--- src/rtl/wb_port_arbiter_if.sv ---
// Writeback-port bundle between the result sources / issue stage and the
// writeback arbiter. The master side is the pipeline (sources, issue stage);
// the slave side is the arbiter that owns the regfile write port.
interface wb_port_arbiter_if;
    logic        mem_issue;
    logic [4:0]  mem_issue_rd;
    logic        load_credit_ok;
    logic        mem_valid;
    logic [4:0]  mem_rd;
    logic        fpu_valid;
    logic [4:0]  fpu_rd;
    logic        fpu_ready;
    logic        alu_valid;
    logic [4:0]  alu_rd;
    logic        alu_link;
    logic        alu_ready;
    logic        is_memread;
    logic        is_fromfloat;
    logic        is_address;
    logic        wb_we;
    logic [4:0]  wb_rd;
    logic        cred_err;
    logic [31:0] sb_busy;

    modport master (
        output mem_issue, mem_issue_rd, mem_valid, mem_rd,
               fpu_valid, fpu_rd, alu_valid, alu_rd, alu_link,
        input  load_credit_ok, fpu_ready, alu_ready, is_memread, is_fromfloat,
               is_address, wb_we, wb_rd, cred_err, sb_busy
    );

    modport slave (
        input  mem_issue, mem_issue_rd, mem_valid, mem_rd,
               fpu_valid, fpu_rd, alu_valid, alu_rd, alu_link,
        output load_credit_ok, fpu_ready, alu_ready, is_memread, is_fromfloat,
               is_address, wb_we, wb_rd, cred_err, sb_busy
    );
endinterface

--- src/rtl/wb_port_arbiter.sv ---
// Integer regfile writeback arbiter.
// Shares the single write port between load returns, FPU->int moves and ALU
// results (mem > starved fpu > alu > fpu), drives the writeback mux selects,
// and keeps a load-credit counter so the issue stage cannot overrun the
// load return path.
// Optional build macro WB_SCOREBOARD_EN adds a per-register pending-load mask
// (sb_busy); without it sb_busy reads 0 and no mask flops exist.
module wb_port_arbiter #(
    parameter int STARVE_MAX = 4,
    parameter int MAX_LOADS  = 2
) (
    input  logic             clk,
    input  logic             rst_n,
    wb_port_arbiter_if.slave bus
);

    localparam logic [3:0] STARVE_LIM = 4'(STARVE_MAX);
    localparam logic [2:0] LOAD_LIM   = 3'(MAX_LOADS);

    logic [3:0] starve_cnt_q, starve_cnt_d;
    logic [2:0] out_cnt_q, out_cnt_d;
    logic       cred_err_q, cred_err_d;

    logic       starved;
    logic       alu_ready, fpu_ready;
    logic       mem_gnt, fpu_gnt, alu_gnt;
    logic [4:0] rd_sel;
    logic       credit_ok, issue_ok, ret_ok;

    // Combinational grant: outputs are forced idle while reset is asserted.
    always_comb begin
        starved   = (starve_cnt_q == STARVE_LIM);
        alu_ready = rst_n & ~bus.mem_valid & ~(bus.fpu_valid & starved);
        fpu_ready = rst_n & ~bus.mem_valid & (starved | ~bus.alu_valid);
        mem_gnt   = rst_n & bus.mem_valid;
        fpu_gnt   = bus.fpu_valid & fpu_ready;
        alu_gnt   = bus.alu_valid & alu_ready;
        rd_sel    = 5'd0;
        if (mem_gnt) begin
            rd_sel = bus.mem_rd;
        end else if (fpu_gnt) begin
            rd_sel = bus.fpu_rd;
        end else if (alu_gnt) begin
            rd_sel = bus.alu_rd;
        end
    end

    assign bus.alu_ready    = alu_ready;
    assign bus.fpu_ready    = fpu_ready;
    assign bus.is_memread   = mem_gnt;
    assign bus.is_fromfloat = fpu_gnt;
    assign bus.is_address   = alu_gnt & bus.alu_link;
    assign bus.wb_rd        = rd_sel;
    // x0 writes are still granted and consumed, just never written.
    assign bus.wb_we        = (mem_gnt | fpu_gnt | alu_gnt) & (rd_sel != 5'd0);

    // Next-state for the FPU starvation counter, load credits and error flag.
    always_comb begin
        starve_cnt_d = 4'd0;
        if (bus.fpu_valid && !fpu_ready) begin
            starve_cnt_d = starved ? starve_cnt_q : starve_cnt_q + 4'd1;
        end

        credit_ok = (out_cnt_q < LOAD_LIM);
        issue_ok  = bus.mem_issue & credit_ok;
        ret_ok    = bus.mem_valid & (out_cnt_q != 3'd0);
        out_cnt_d = out_cnt_q;
        if (issue_ok && !ret_ok) begin
            out_cnt_d = out_cnt_q + 3'd1;
        end else if (ret_ok && !issue_ok) begin
            out_cnt_d = out_cnt_q - 3'd1;
        end

        cred_err_d = cred_err_q
                   | (bus.mem_issue & ~credit_ok)
                   | (bus.mem_valid & (out_cnt_q == 3'd0));
    end

    assign bus.load_credit_ok = credit_ok;
    assign bus.cred_err       = cred_err_q;

    // Counter and sticky error registers.
    always_ff @(posedge clk or negedge rst_n) begin
        if (!rst_n) begin
            starve_cnt_q <= 4'd0;
            out_cnt_q    <= 3'd0;
            cred_err_q   <= 1'b0;
        end else begin
            starve_cnt_q <= starve_cnt_d;
            out_cnt_q    <= out_cnt_d;
            cred_err_q   <= cred_err_d;
        end
    end

`ifdef WB_SCOREBOARD_EN
    logic [31:0] sb_busy_q, sb_busy_d;

    // Pending-load mask: a new issue to r outranks a same-cycle return to r.
    always_comb begin
        sb_busy_d = sb_busy_q;
        if (bus.mem_valid) begin
            sb_busy_d[bus.mem_rd] = 1'b0;
        end
        if (issue_ok && (bus.mem_issue_rd != 5'd0)) begin
            sb_busy_d[bus.mem_issue_rd] = 1'b1;
        end
        sb_busy_d[0] = 1'b0;
    end

    // Pending-load mask register.
    always_ff @(posedge clk or negedge rst_n) begin
        if (!rst_n) begin
            sb_busy_q <= 32'h0;
        end else begin
            sb_busy_q <= sb_busy_d;
        end
    end

    assign bus.sb_busy = sb_busy_q;
`else
    logic unused_issue_rd;
    assign unused_issue_rd = ^bus.mem_issue_rd;
    assign bus.sb_busy     = 32'h0;
`endif

endmodule

--- src/flat_wrapper.sv ---
// flat-port wrapper written by rule: the top's interface ports become plain ports
module wb_port_arbiter_flat 
#(
    parameter int STARVE_MAX = 4,
    parameter int MAX_LOADS  = 2
)
  (clk, rst_n, bus_mem_issue, bus_mem_issue_rd, bus_mem_valid, bus_mem_rd, bus_fpu_valid, bus_fpu_rd, bus_alu_valid, bus_alu_rd, bus_alu_link, bus_load_credit_ok, bus_fpu_ready, bus_alu_ready, bus_is_memread, bus_is_fromfloat, bus_is_address, bus_wb_we, bus_wb_rd, bus_cred_err, bus_sb_busy);
  wb_port_arbiter_if bus_i ();
  input  logic clk;
  input  logic rst_n;
  input wire logic [$bits(bus_i.mem_issue)-1:0] bus_mem_issue;
  input wire logic [$bits(bus_i.mem_issue_rd)-1:0] bus_mem_issue_rd;
  input wire logic [$bits(bus_i.mem_valid)-1:0] bus_mem_valid;
  input wire logic [$bits(bus_i.mem_rd)-1:0] bus_mem_rd;
  input wire logic [$bits(bus_i.fpu_valid)-1:0] bus_fpu_valid;
  input wire logic [$bits(bus_i.fpu_rd)-1:0] bus_fpu_rd;
  input wire logic [$bits(bus_i.alu_valid)-1:0] bus_alu_valid;
  input wire logic [$bits(bus_i.alu_rd)-1:0] bus_alu_rd;
  input wire logic [$bits(bus_i.alu_link)-1:0] bus_alu_link;
  output wire logic [$bits(bus_i.load_credit_ok)-1:0] bus_load_credit_ok;
  output wire logic [$bits(bus_i.fpu_ready)-1:0] bus_fpu_ready;
  output wire logic [$bits(bus_i.alu_ready)-1:0] bus_alu_ready;
  output wire logic [$bits(bus_i.is_memread)-1:0] bus_is_memread;
  output wire logic [$bits(bus_i.is_fromfloat)-1:0] bus_is_fromfloat;
  output wire logic [$bits(bus_i.is_address)-1:0] bus_is_address;
  output wire logic [$bits(bus_i.wb_we)-1:0] bus_wb_we;
  output wire logic [$bits(bus_i.wb_rd)-1:0] bus_wb_rd;
  output wire logic [$bits(bus_i.cred_err)-1:0] bus_cred_err;
  output wire logic [$bits(bus_i.sb_busy)-1:0] bus_sb_busy;
  assign bus_i.mem_issue = bus_mem_issue;
  assign bus_i.mem_issue_rd = bus_mem_issue_rd;
  assign bus_i.mem_valid = bus_mem_valid;
  assign bus_i.mem_rd = bus_mem_rd;
  assign bus_i.fpu_valid = bus_fpu_valid;
  assign bus_i.fpu_rd = bus_fpu_rd;
  assign bus_i.alu_valid = bus_alu_valid;
  assign bus_i.alu_rd = bus_alu_rd;
  assign bus_i.alu_link = bus_alu_link;
  assign bus_load_credit_ok = bus_i.load_credit_ok;
  assign bus_fpu_ready = bus_i.fpu_ready;
  assign bus_alu_ready = bus_i.alu_ready;
  assign bus_is_memread = bus_i.is_memread;
  assign bus_is_fromfloat = bus_i.is_fromfloat;
  assign bus_is_address = bus_i.is_address;
  assign bus_wb_we = bus_i.wb_we;
  assign bus_wb_rd = bus_i.wb_rd;
  assign bus_cred_err = bus_i.cred_err;
  assign bus_sb_busy = bus_i.sb_busy;
  wb_port_arbiter #(.STARVE_MAX(STARVE_MAX), .MAX_LOADS(MAX_LOADS)) u_core (.clk(clk), .rst_n(rst_n), .bus(bus_i));
endmodule
--- config.mk ---
export PLATFORM = sky130hd
export DESIGN_NAME = wb_port_arbiter_flat
export DESIGN_NICKNAME = d
export VERILOG_FILES = /design/src/rtl/wb_port_arbiter_if.sv /design/src/rtl/wb_port_arbiter.sv /design/src/flat_wrapper.sv
export SDC_FILE = /design/constraint.sdc
export NUM_CORES = 1
export LEC_CHECK = 0
export CAP_MARGIN = 20
export CORE_ASPECT_RATIO = 0.6
export CORE_MARGIN = 1
export CORE_UTILIZATION = 35
export DETAILED_ROUTE_END_ITERATION = 8
export GPL_TIMING_DRIVEN = 0
export PLACE_DENSITY = 0.82
export SLEW_MARGIN = 20
export SYNTH_ARGS = -nofsm -noshare
export SYNTH_HDL_FRONTEND = slang
export SYNTH_SLANG_ARGS = --single-unit
--- constraint.sdc ---
create_clock -name clk -period 6.4 [get_ports clk]
set_clock_uncertainty 0.2 [all_clocks]
set_input_delay 1.28 -clock clk [delete_from_list [all_inputs] [get_ports clk]]
set_output_delay 1.28 -clock clk [all_outputs]
set_load 0.02 [all_outputs]
### Routed metal per tile, run 1

13 x 8 tiles, from dark blue (low) to red (high), scaled to the fullest tile. Values are wire area over tile area, all layers added.
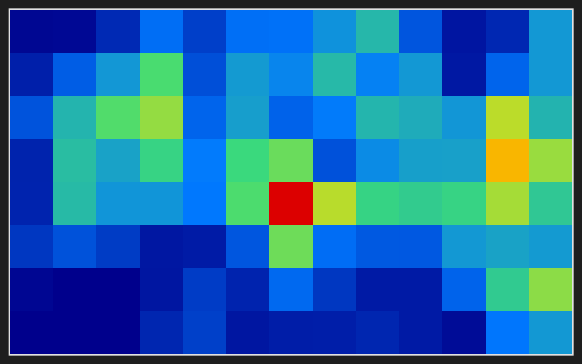
mean over tiles: 0.13
nearly empty tiles: 7.7%
fullest tile: 0.49
emptiest ninth of the die: south-west

### Clock distribution, run 1

Scale bar: 20 um.
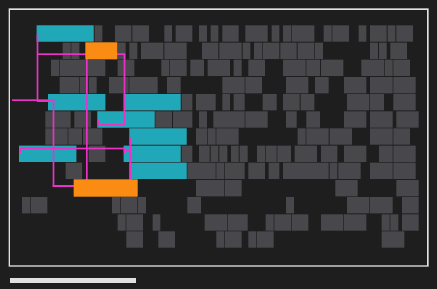
[cells driving clock nets] orange | count: 3
[clock wires] magenta | length: 117 um
[flip-flops] cyan | count: 8
routed clock nets: 4
clock share of power: 20.7%
clk ins delay skew pair: 0.22 ns
Power Clock: 59.0 uW

### Register map, names as in the netlist, run 1

Scale bar: 20 um. Other sequential cells in the stronger grey, the rest of the logic in the fainter grey.
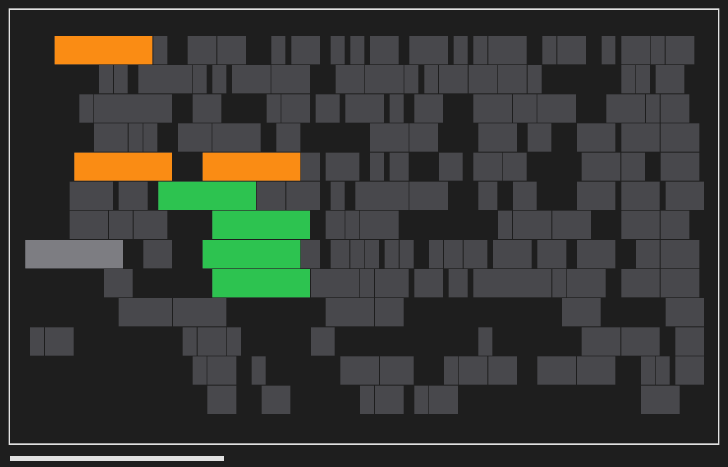
| netlist name | colour | sequential cells |
|---|---|---|
| `u_core.starve_cnt_q` | green | 4 |
| `u_core.out_cnt_q` | orange | 3 |
not coloured: 1

==> metrics.yaml, run 1 <==
drt:
  drt-pass1-iter-count: 4
  viasPerCell: 4.13
  wirelength_mm: 2.13
  wl_met2_mm: 1.07
synthesis:
  ys.warnings.count: 0
  logic_family: "buffers and inverters"
  synthMuxAreaShare_pct: 1.30
  aoi_share_pct: 14.8
  simple_gate_share_pct: 18.6
cts:
  cts_max_level: 1
  clk_pin_slew_ns: 0.04
  root_buffer: "clkbuf_8"
place:
  io_buffers: 34
  dp_cells: 194
  dp_hpwl_mm: 1.82
  dpl_cell_area_mm2: 0.00136
setup_path:
  r2r_setup_slack_ns: 4.28
  cpMostUsedCell: "clkdlybuf4s50_1"
  worst_r2r_path_depth: 8
  worstPathMaxFanout: 15
power_and_ir_drop:
  netSwitchingPower_uw: 106
  leakagePower_nw: 0.708
  p_seq_uw: 80.0
global_routing:
  grt.total_usage_pct: 15.3
  grt_first_pass_wirelength_mm: 2.90
hold_path:
  holdCritPathClass: "flip-flop to flip-flop"
timing:
  fmax_mhz: 190
  fin_crit_ns: 5.27
  rsz0062_at_grt: "false"
layout:
  largest_reg_flops: 4
  layout_top_cells: "clkdlybuf4s50_1 (34), buf_4 (32), conb_1 (32), dfrtp_1 (8), nor2_1 (6)"
  clock_buffer_count: 3
  lay_top_count: "clkdlybuf4s50_1"
  largest_class: "non-clock buffers"
  fin_nets: 200
  logic_gates: 85
  final.fill_count: 209
outcome:
  status: "complete, no violations"
job:
  drv_cap: 0
==> run 2, diff against run 1 <==
- CORE_UTILIZATION: 35 -> 32
- PLACE_DENSITY: 0.82 -> 0.76
- clock period: 6.4 -> 4.9 ns (I/O delays scaled with it)
### Register map, names as in the netlist, run 2

Scale bar: 20 um. Other sequential cells in the stronger grey, the rest of the logic in the fainter grey.
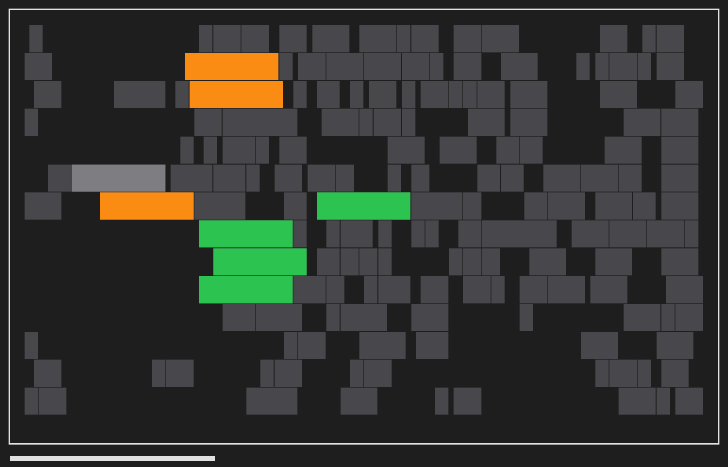
| netlist name | colour | sequential cells |
|---|---|---|
| `u_core.out_cnt_q` | orange | 3 |
| `u_core.starve_cnt_q` | green | 4 |
not coloured: 1

==> run 2 against run 1 <==
Global-route usage decreased by 1.0 points; critical path depth unchanged; setup slack got worse by 0.91 ns; largest cell class unchanged; non-clock buffer count unchanged; die area increased by 9.0%; critical path type unchanged; area after synthesis unchanged; utilization decreased by 6.8 points; worst hold slack improved by 0.0071 ns; critical endpoint unchanged; sequential cell count unchanged; via count decreased by 1.6%.
==> metrics.yaml, run 2 <==
layout:
  layout_top_cells: "clkdlybuf4s50_1 (34), buf_4 (32), conb_1 (32), dfrtp_1 (8), nor2_1 (6)"  # unchanged
  clock_buffer_count: 3  # unchanged
  final.fill_count: 225  # was 209
  largest_reg_flops: 4  # unchanged
outcome:
  status: "complete, no violations"  # unchanged
power_and_ir_drop:
  p_seq_uw: 106  # was 80.0 uW
  powerClk_uw: 78.9  # was 59.0 uW
  netSwitchingPower_uw: 144  # was 106 uW
  leakagePower_nw: 0.708  # unchanged
place:
  dp_hpwl_mm: 1.74  # was 1.82 mm
  io_buffers: 34  # unchanged
  dp_cells: 196  # was 194
synthesis:
  logic_family: "buffers and inverters"  # unchanged
  simple_gate_share_pct: 18.6  # unchanged
  ys.warnings.count: 0  # unchanged
  aoi_share_pct: 14.8  # unchanged
cts:
  root_buffer: "clkbuf_8"  # unchanged
  insertion_delay_ns: 0.23  # was 0.22 ns
  cts_max_level: 1  # unchanged
  clk_pin_slew_ns: 0.04  # about the same
job:
  drv_cap: 0  # unchanged
timing:
  fin_crit_ns: 4.68
global_routing:
  grt_first_pass_wirelength_mm: 3.25  # was 2.90 mm
  grt.total_usage_pct: 14.3  # was 15.3%
setup_path:
  worstPathMaxFanout: 15  # unchanged
  cpMostUsedCell: "clkdlybuf4s50_1"  # unchanged
  r2r_setup_slack_ns: 2.71  # was 4.28 ns
drt:
  viasPerCell: 4.02  # was 4.13
  wirelength_mm: 2.04  # was 2.13 mm
### Cell sizes after repair, run 2

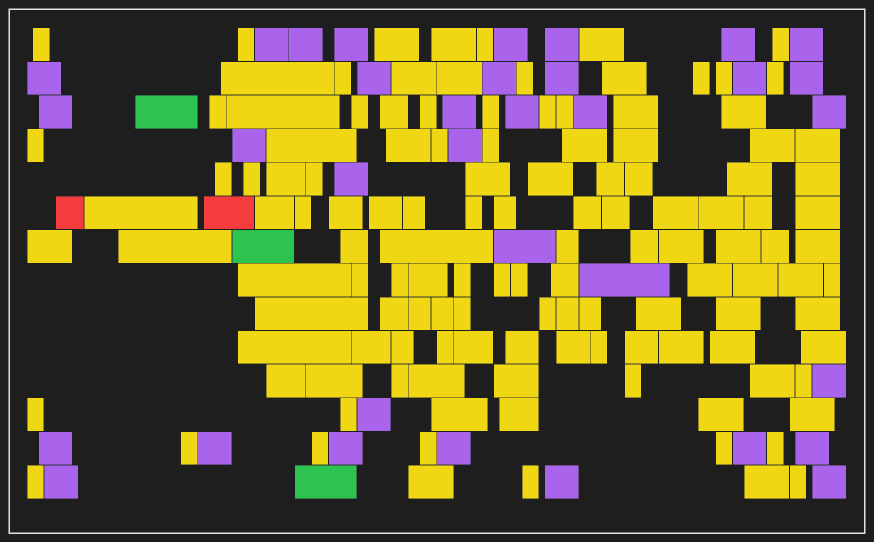
| size | colour | cells | share |
|---|---|---|---|
| drive 3 to 4 | purple | 34 | 20% |
| drive 6 and up | green | 3 | 1.8% |
| drive 1 or less | yellow | 128 | 77% |
| drive 2 | red | 2 | 1.2% |
Signal buffers: 66
Final Instance Area: 0.00140 mm^2
Final WS setup: 0.218 ns
synthesis-to-finish area growth: 62.3%

Power figures rest on the tool's default switching activity, not on a simulated workload.
